[src/rtl/cpu_port_uart_tx.sv]
// Serializes every change of a CPU output port onto an async line (8N1, or 8E1
// when CPU_PORT_UART_PARITY_EN is defined), buffered through a small FIFO.
module cpu_port_uart_tx #(
  parameter int CLKS_PER_BIT = 16,
  parameter int DEPTH        = 4
) (
  input  logic                     clk,
  input  logic                     reset,
  input  logic [7:0]               in_data,
  output logic                     tx,
  output logic                     busy,
  output logic                     overflow,
  output logic [$clog2(DEPTH):0]   level
);

  localparam int AW = $clog2(DEPTH);
  localparam int CW = $clog2(CLKS_PER_BIT);

  typedef enum logic [2:0] {
    S_IDLE,
    S_START,
    S_DATA,
`ifdef CPU_PORT_UART_PARITY_EN
    S_PARITY,
`endif
    S_STOP
  } state_t;

  state_t        state, state_n;
  logic [CW-1:0] cnt, cnt_n;
  logic [2:0]    bitcnt, bitcnt_n;
  logic [7:0]    shift, shift_n;
  logic          tx_n;
  logic [7:0]    last_seen;
  logic [7:0]    mem [DEPTH];
  logic [AW:0]   wr_ptr, rd_ptr;
  logic          push, push_ok, pop, full, last_period;
  logic [7:0]    head;
`ifdef CPU_PORT_UART_PARITY_EN
  logic          par;
`endif

  assign level       = wr_ptr - rd_ptr;
  assign full        = (level == (AW+1)'(DEPTH));
  assign push        = (in_data != last_seen);
  // full is judged on the pre-edge level, so a same-cycle pop cannot save the push
  assign push_ok     = push && !full;
  assign pop         = (state == S_IDLE) && (level != '0);
  assign head        = mem[rd_ptr[AW-1:0]];
  assign last_period = (cnt == CW'(CLKS_PER_BIT-1));
  assign busy        = (state != S_IDLE) || (level != '0);

  // State register plus datapath registers
  always_ff @(posedge clk) begin
    if (!reset) begin
      state     <= S_IDLE;
      cnt       <= '0;
      bitcnt    <= '0;
      shift     <= '0;
      tx        <= 1'b1;
      last_seen <= 8'h00;
      wr_ptr    <= '0;
      rd_ptr    <= '0;
      overflow  <= 1'b0;
`ifdef CPU_PORT_UART_PARITY_EN
      par       <= 1'b0;
`endif
    end else begin
      state  <= state_n;
      cnt    <= cnt_n;
      bitcnt <= bitcnt_n;
      shift  <= shift_n;
      tx     <= tx_n;
      if (push) last_seen <= in_data;
      if (push_ok) wr_ptr <= wr_ptr + 1'b1;
      if (push && full) overflow <= 1'b1;
      if (pop) rd_ptr <= rd_ptr + 1'b1;
`ifdef CPU_PORT_UART_PARITY_EN
      if (pop) par <= ^head;
`endif
    end
  end

  always_ff @(posedge clk) begin
    if (reset && push_ok) mem[wr_ptr[AW-1:0]] <= in_data;
  end

  // Next-state logic
  always_comb begin
    state_n  = state;
    cnt_n    = cnt + 1'b1;
    bitcnt_n = bitcnt;
    shift_n  = shift;
    case (state)
      S_IDLE: begin
        cnt_n = '0;
        if (pop) begin
          shift_n  = head;
          bitcnt_n = '0;
          state_n  = S_START;
        end
      end
      S_START: if (last_period) begin
        cnt_n   = '0;
        state_n = S_DATA;
      end
      S_DATA: if (last_period) begin
        cnt_n    = '0;
        shift_n  = {1'b0, shift[7:1]};
        bitcnt_n = bitcnt + 3'd1;
        if (bitcnt == 3'd7) begin
`ifdef CPU_PORT_UART_PARITY_EN
          state_n = S_PARITY;
`else
          state_n = S_STOP;
`endif
        end
      end
`ifdef CPU_PORT_UART_PARITY_EN
      S_PARITY: if (last_period) begin
        cnt_n   = '0;
        state_n = S_STOP;
      end
`endif
      S_STOP: if (last_period) begin
        cnt_n   = '0;
        state_n = S_IDLE;
      end
      default: begin
        cnt_n   = '0;
        state_n = S_IDLE;
      end
    endcase
  end

  // Output logic: line level for the upcoming state, registered above
  always_comb begin
    tx_n = 1'b1;
    case (state_n)
      S_START:  tx_n = 1'b0;
      S_DATA:   tx_n = shift_n[0];
`ifdef CPU_PORT_UART_PARITY_EN
      S_PARITY: tx_n = par;
`endif
      default:  tx_n = 1'b1;
    endcase
  end

endmodule

[config.mk]
export PLATFORM = sky130hd
export DESIGN_NAME = cpu_port_uart_tx
export DESIGN_NICKNAME = d
export VERILOG_FILES = /design/src/rtl/cpu_port_uart_tx.sv
export SDC_FILE = /design/constraint.sdc
export NUM_CORES = 1
export LEC_CHECK = 0
export ABC_AREA = 1
export CAP_MARGIN = 15
export CORE_MARGIN = 4
export CORE_UTILIZATION = 55
export CTS_CLUSTER_DIAMETER = 80
export DETAILED_ROUTE_END_ITERATION = 10
export PLACE_DENSITY = 0.74
export SYNTH_ARGS = -nofsm -noshare
export SYNTH_HDL_FRONTEND = slang
export SYNTH_SLANG_ARGS = --single-unit
[constraint.sdc]
create_clock -name clk -period 3.55 [get_ports clk]
set_input_delay 0.355 -clock clk [delete_from_list [all_inputs] [get_ports clk]]
set_output_delay 0.355 -clock clk [all_outputs]
set_load 0.1 [all_outputs]
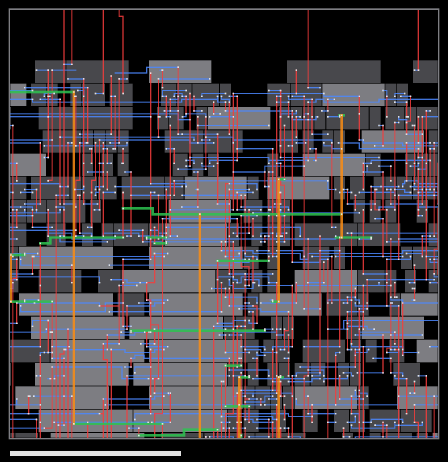
Figure 1: run 1, a small window of the routed layout.
Bar = 20 um. Window x 16 to 66, y 32 to 82 um. Cells in grey, sequential cells in the stronger grey; small squares are vias.
Orange shows metal 4. Red shows metal 2. Blue shows metal 1. Green shows metal 3.
Most frequent: nand2_1 (32), inv_1 (21). Netlist names of flops here include mem (15), shift (5), rd_ptr (3). Sequential cells in the window: 31. 180 logic cells have their middle in the window.

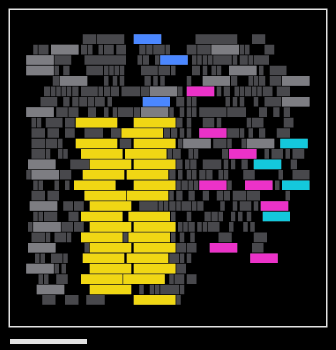
Figure 2: run 1, where the registers sit.
Bar = 20 um.
Blue shows rd_ptr, sequential cells 3. Cyan shows cnt, sequential cells 4, where east. Magenta shows shift, sequential cells 8. Yellow shows mem, sequential cells 32.
Seq/total area: 48.29%
register area: 0.001682 mm2
Sequential Power: 1.12 mW

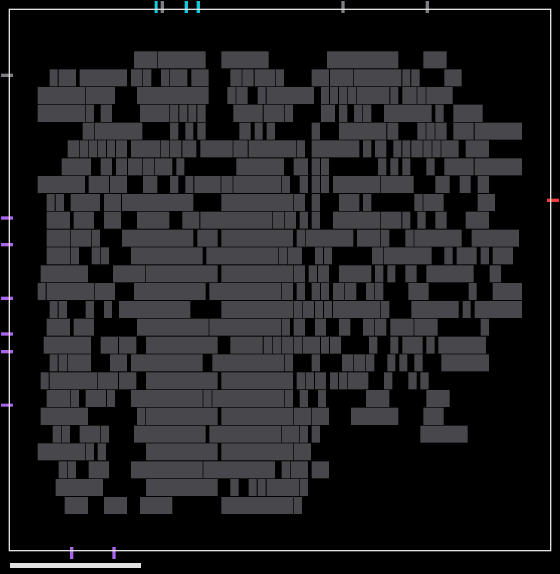
Figure 3: run 1, ports around the boundary.
Bar = 20 um. Pins as bars across the die edge, other pins in grey.
Cyan shows level, pins 3, direction output, edge north. Red shows busy, pins 1, direction output, edge east. Purple shows in_data, pins 8, direction input, edge 6 west, 2 south.
die width: 82.41 um
Port Buf Inserts: 15
Die Ht: 82.41 um

==> run_results.csv, run 1 <==
group,metric,value,unit
synthesis,syn_area,0.003045,mm2
worst_setup_path,end_kind,"primary output",
clock_network,hold_buffers,0,
pwr,clock_power_share,21.2,%
routing,remaining_drc_errors,0,
pwr,ir_drop,0.6982,mV
global_route,met3_usage,5.098,%
worst_setup_path,cp_num_buf_inv,3,
synthesis,ys_area,0.003045,mm2
worst_setup_path,r2r_end,"mem[3][0]$_DFFE_PP_",
synthesis,enable_flop_cells,32,
final_timing,fin_crit_sh,75.00,%
final_timing,rsz0062_at_grt,"no",
final_timing,slew_violations,0,
layout,buffers_excl_clock,21,
synthesis,yosys.stat.seqShare,55.22,%
synthesis,yosysMostFrequentCell,"nand2_1",
synthesis,synth.avg_cell_area,9.517,um2
routing,wl_met1,2499,um
clock_network,postCtsSetupBuffers,0,
routing,drtIter0Drc,113,
layout,lay_top_cells,"nand2_1 (66), inv_1 (42), dfxtp_1 (36)",
layout,nNetsFinal,365,
synthesis,topCellsByArea,"edfxtp_1 (32%), dfxtp_1 (24%), nand2_1 (8.1%), inv_1 (5.2%), ha_1 (3.7%)",
final_timing,setup_slack,887.6,ps
worst_setup_path,r2r_slack,1070,ps
floorplan,nWellTaps,70,
routing,finalWirelength,5466,um
worst_setup_path,cp_max_fo,5,
layout,area_delta_synth_final,14.34,%
global_route,grt_use_met1,22.58,%
layout,ff_count,68,
clock_network,clkTransAtPathRegs,80,ps
outcome,status,"completed",
layout,comb_area_share,32.34,%
pwr,comb_power,1.44,mW
synthesis,synth_nets,340,
layout,lay_top_count,"nand2_1",
layout,fin_cells,420,
routing,wl_met2,2570,um
job,cap_violations,0,
final_timing,setup_tns,0,ps
placed_design,place_area,0.003264,mm2
global_route,grt_pass1_vias,2016,
floorplan,chipArea,0.006791,mm2
worst_setup_path,crit_top_cell,"inv_1",
clock_network,clockBufferDepth,2,
synthesis,ys_sh_xor,3.451,%
global_route,grt_use_met2,29.09,%
layout,drive_above_1_share,15.14,%
synthesis,yosys_warnings,0,
worst_setup_path,worstPathArrival,2310,ps
pwr,p_seq_share,34.4,%
routing,post_drt_wl_per_cell,13.01,um
floorplan,num_io_pins,16,
worst_setup_path,cp_slowest_cell,"fa_1",
layout,area_share_nonclk_buffers,5.318,%
routing,vias,2119,
hold_path,whs_endpoint,"cnt[0]$_SDFF_PP0_",
pwr,p_sw,1.438,mW
layout,inverters,49,
synthesis,ys_async_sr_fraction,0,%
layout,final_area,0.003482,mm2
final_timing,min_period,2662,ps
synthesis,logic_family,"simple AND/OR/NAND/NOR gates",
Figure 4. Metal 1 (run 1).
Bar = 20 um.
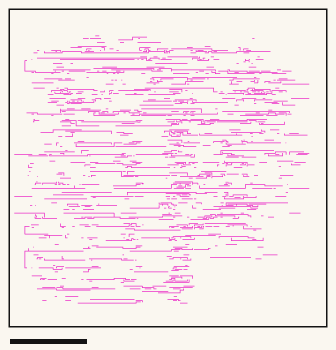

==> run 2, diff against run 1 <==
--- a/config.mk
+++ b/config.mk
@@ -8,10 +8,10 @@
 export ABC_AREA = 1
 export CAP_MARGIN = 15
 export CORE_MARGIN = 4
-export CORE_UTILIZATION = 55
+export CORE_UTILIZATION = 53
 export CTS_CLUSTER_DIAMETER = 80
 export DETAILED_ROUTE_END_ITERATION = 10
-export PLACE_DENSITY = 0.74
+export PLACE_DENSITY = 0.75
 export SYNTH_ARGS = -nofsm -noshare
 export SYNTH_HDL_FRONTEND = slang
 export SYNTH_SLANG_ARGS = --single-unit
==> constraint.sdc (replaced) <==
create_clock -name clk -period 2.2 [get_ports clk]
set_input_delay 0.22 -clock clk [delete_from_list [all_inputs] [get_ports clk]]
set_output_delay 0.22 -clock clk [all_outputs]
set_load 0.1 [all_outputs]
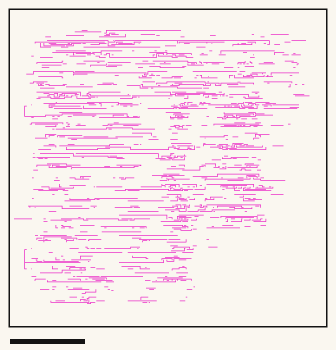
Figure 5: run 2, metal 1.
Bar = 20 um.
355 nets have wire on it. The layer holds 45% of the routed length. The wires run mostly horizontal. The layer carries 2720 um of wire. The longest straight run is 40.9 um.
final WL: 6067 um
vias after detailed routing: 2218
met1 Track Usage GR: 21.52%

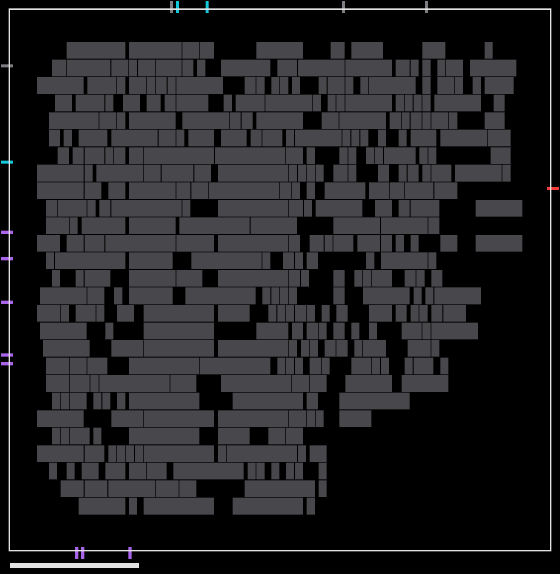
Figure 6: run 2, ports around the boundary.
Bar = 20 um. Pins as bars across the die edge, other pins in grey.
Red shows busy, pins 1, direction output, edge east. Purple shows in_data, pins 8, direction input, edge 5 west, 3 south. Cyan shows level, pins 3, direction output, edge 2 north, 1 west.
die width: 83.80 um
Die Ht: 83.80 um

==> run 2 against run 1 <==
Against the previous run:
- the flow now finishes with violations (setup timing)
- die size up 3.4%
- worst setup slack worse by 920 ps
- highest routed layer unchanged
- largest power group unchanged
- flip-flop count is the same
- clock power grew 48%
- critical path type unchanged
==> run_results.csv, run 2 <==
group,metric,value,unit
outcome,status,"finished, violations left",
outcome,violations,"setup timing",
layout,biggestCellCategory,"sequential cells",
final_timing,min_period,2236,ps
global_route,grt_pass1_vias,2117,
pwr,ir_drop,1.613,mV
pwr,power_top_consumer,"combinational logic",
worst_setup_path,end_kind,"primary output",
layout,seq_share,43.73,%
synthesis,yosys.stat.seqShare,55.22,%
worst_setup_path,r2r_end,"mem[0][2]$_DFFE_PP_",
synthesis,topCellsByArea,"edfxtp_1 (32%), dfxtp_1 (24%), nand2_1 (8.1%), inv_1 (5.2%), ha_1 (3.7%)",
synthesis,enable_flop_cells,32,
global_route,grt_pass1_wl,9984,um
layout,drive_above_1_share,24.66,%
layout,ff_count,68,
routing,drtIter0Drc,131,
synthesis,logic_family,"simple AND/OR/NAND/NOR gates",
layout,fin_util,69.51,%
routing,antenna_left,0,
floorplan,num_io_pins,16,
layout,comb_area_share,32.23,%
routing,wl_met2,2956,um
synthesis,ys_async_sr_fraction,0,%
final_timing,setup_slack,-36.46,ps
worst_setup_path,crit_top_cell,"nand2_2",
synthesis,ys_cells,320,
synthesis,synth_nets,340,
worst_setup_path,cp_max_fo,3,
worst_setup_path,r2r_slack,30,ps
layout,inverters,49,
worst_setup_path,worstPathArrival,2020,ps
clock_network,hold_buffers,0,
hold_path,hold_depth,1,
final_timing,slew_headroom,55.65,%
global_route,grt_use_met2,30.15,%
worst_setup_path,cp_slowest_cell,"fa_2",
clock_network,postCtsSetupBuffers,6,
layout,clk_share,5.036,%
worst_setup_path,timing_worst_setup_path_type,"reg2out",
pwr,pg_seq,1.80,mW
layout,area_share_nonclk_buffers,11.50,%
layout,register_area,0.001684,mm2
layout,final_area,0.003851,mm2
pwr,p_clk,1.02,mW
floorplan,chipArea,0.007022,mm2
layout,buffers_excl_clock,44,
worst_setup_path,cp_num_buf_inv,4,
layout,area_delta_synth_final,26.46,%
pwr,clock_power_share,16.3,%
synthesis,ys_sh_xor,3.451,%
global_route,busiest_layer,"met2",
pwr,p_seq_share,28.9,%
layout,lay_top_count,"nand2_1",
layout,nNetsFinal,388,
hold_path,whs_endpoint,"cnt[0]$_SDFF_PP0_",
global_route,met3_usage,6.219,%
final_timing,fmax,447.1,MHz
floorplan,nWellTaps,72,
pwr,p_sw,2.715,mW
clock_network,clock_sinks,68,
synthesis,yosysMostFrequentCell,"nand2_1",
synthesis,syn_area,0.003045,mm2
final_timing,setup_violations,1,
synthesis,ys_area,0.003045,mm2
clock_network,clockBufferDepth,2,
placed_design,place_area,0.003543,mm2
layout,fin_cells,445,
final_timing,setup_tns,-36.46,ps
routing,via_per_inst,4.984,
routing,remaining_drc_errors,0,
pwr,cellPowerDensity,1617,mW/mm2
global_route,track_usage,18.47,%
synthesis,synth.avg_cell_area,9.517,um2
routing,wl_met1,2723,um
pwr,comb_power,3.41,mW
clock_network,cts_resized,4,
final_timing,fin_crit_sh,101.7,%
worst_setup_path,cp_top_family,"adder cells",
placed_design,port-buffer-count,15,
synthesis,yosys_warnings,0,
final_timing,rsz0062_at_grt,"yes",
job,cap_violations,0,
routing,post_drt_wl_per_cell,13.63,um
layout,multi_input_comb_cells,196,
clock_network,clkTransAtPathRegs,70,ps
layout,lay_top_cells,"nand2_1 (62), inv_1 (39), dfxtp_1 (34)",
final_timing,slew_violations,0,
synthesis,synthCells,320,
==> run 3, diff against run 2 <==
--- a/config.mk
+++ b/config.mk
@@ -6,11 +6,13 @@
 export NUM_CORES = 1
 export LEC_CHECK = 0
 export ABC_AREA = 1
+export ABC_CLOCK_PERIOD_IN_PS = 2200
 export CAP_MARGIN = 15
 export CORE_MARGIN = 4
 export CORE_UTILIZATION = 53
 export CTS_CLUSTER_DIAMETER = 80
 export DETAILED_ROUTE_END_ITERATION = 10
+export HOLD_SLACK_MARGIN = 0.12
 export PLACE_DENSITY = 0.75
 export SYNTH_ARGS = -nofsm -noshare
 export SYNTH_HDL_FRONTEND = slang
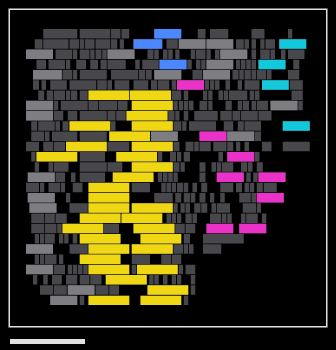
Figure 7: run 3, where the registers sit.
Bar = 20 um.
Blue shows rd_ptr, sequential cells 3. Cyan shows cnt, sequential cells 4, where north-east. Magenta shows shift, sequential cells 8. Yellow shows mem, sequential cells 32.
register area: 0.001684 mm2
Seq/total area: 43.73%
fin util: 69.51%
Sequential Power: 1.80 mW

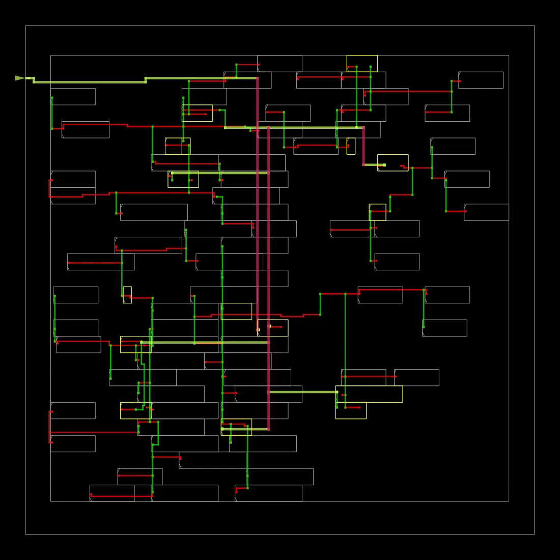
Figure 8: run 3, the clock network.
clock buffer count: 11
Clk. pwr: 1.02 mW
worst clock skew: 8.520 ps
flop count: 68

==> run 3 against run 2 <==
Against the previous run:
- the flow still finishes with violations (setup timing)
- non-clock buffer count is the same
- sequential power about the same
- flip-flop count stayed put
- via count stayed put
- total power stayed put
- maximum frequency is the same
- die size did not move
- final cell count unchanged
- design area did not move
- critical path type unchanged
- critical endpoint unchanged
==> run_results.csv, run 3 <==
group,metric,value,unit
layout,multi_input_comb_cells,196,
worst_setup_path,timing_worst_setup_path_type,"reg2out",
final_timing,min_period,2236,ps
global_route,grt_use_met2,30.15,%
layout,area_delta_synth_final,26.46,%
pwr,cellPowerDensity,1617,mW/mm2
routing,via_per_inst,4.984,
layout,drive_above_1_share,24.66,%
final_timing,setup_slack,-36.46,ps
placed_design,port-buffer-count,15,
final_timing,slew_headroom,55.65,%
worst_setup_path,cp_num_buf_inv,4,
pwr,comb_power,3.41,mW
pwr,p_seq_share,28.9,%
synthesis,yosys.stat.seqShare,55.22,%
pwr,clock_power_share,16.3,%
final_timing,rsz0062_at_grt,"yes",
clock_network,cts_resized,4,
outcome,violations,"setup timing",
hold_path,hold_depth,1,
pwr,p_sw,2.715,mW
final_timing,fin_crit_sh,101.7,%
floorplan,chipArea,0.007022,mm2
global_route,met3_usage,6.219,%
routing,remaining_drc_errors,0,
routing,antenna_left,0,
outcome,status,"finished, violations left",
synthesis,ys_area,0.003045,mm2
layout,biggestCellCategory,"sequential cells",
layout,lay_top_count,"nand2_1",
synthesis,ys_cells,320,
synthesis,ys_async_sr_fraction,0,%
global_route,track_usage,18.47,%
floorplan,die_y,83.80,um
pwr,ir_drop,1.613,mV
clock_network,clockBufferDepth,2,
layout,lay_top_cells,"nand2_1 (62), inv_1 (39), dfxtp_1 (34)",
synthesis,topCellsByArea,"edfxtp_1 (32%), dfxtp_1 (24%), nand2_1 (8.1%), inv_1 (5.2%), ha_1 (3.7%)",
synthesis,logic_family,"simple AND/OR/NAND/NOR gates",
layout,comb_area_share,32.23,%
final_timing,fmax,447.1,MHz
final_timing,setup_tns,-36.46,ps
layout,area_share_nonclk_buffers,11.50,%
routing,wl_met1,2723,um
floorplan,num_io_pins,16,
clock_network,postCtsSetupBuffers,6,
layout,final_area,0.003851,mm2
worst_setup_path,r2r_slack,30,ps
hold_path,whs_endpoint,"cnt[0]$_SDFF_PP0_",
pwr,power_top_consumer,"combinational logic",
worst_setup_path,cp_top_family,"adder cells",
final_timing,setup_violations,1,
synthesis,ys_sh_xor,3.451,%
floorplan,dieWidth,83.80,um
clock_network,hold_buffers,0,
No activity file was given, so power comes from the tool's default toggle rates.
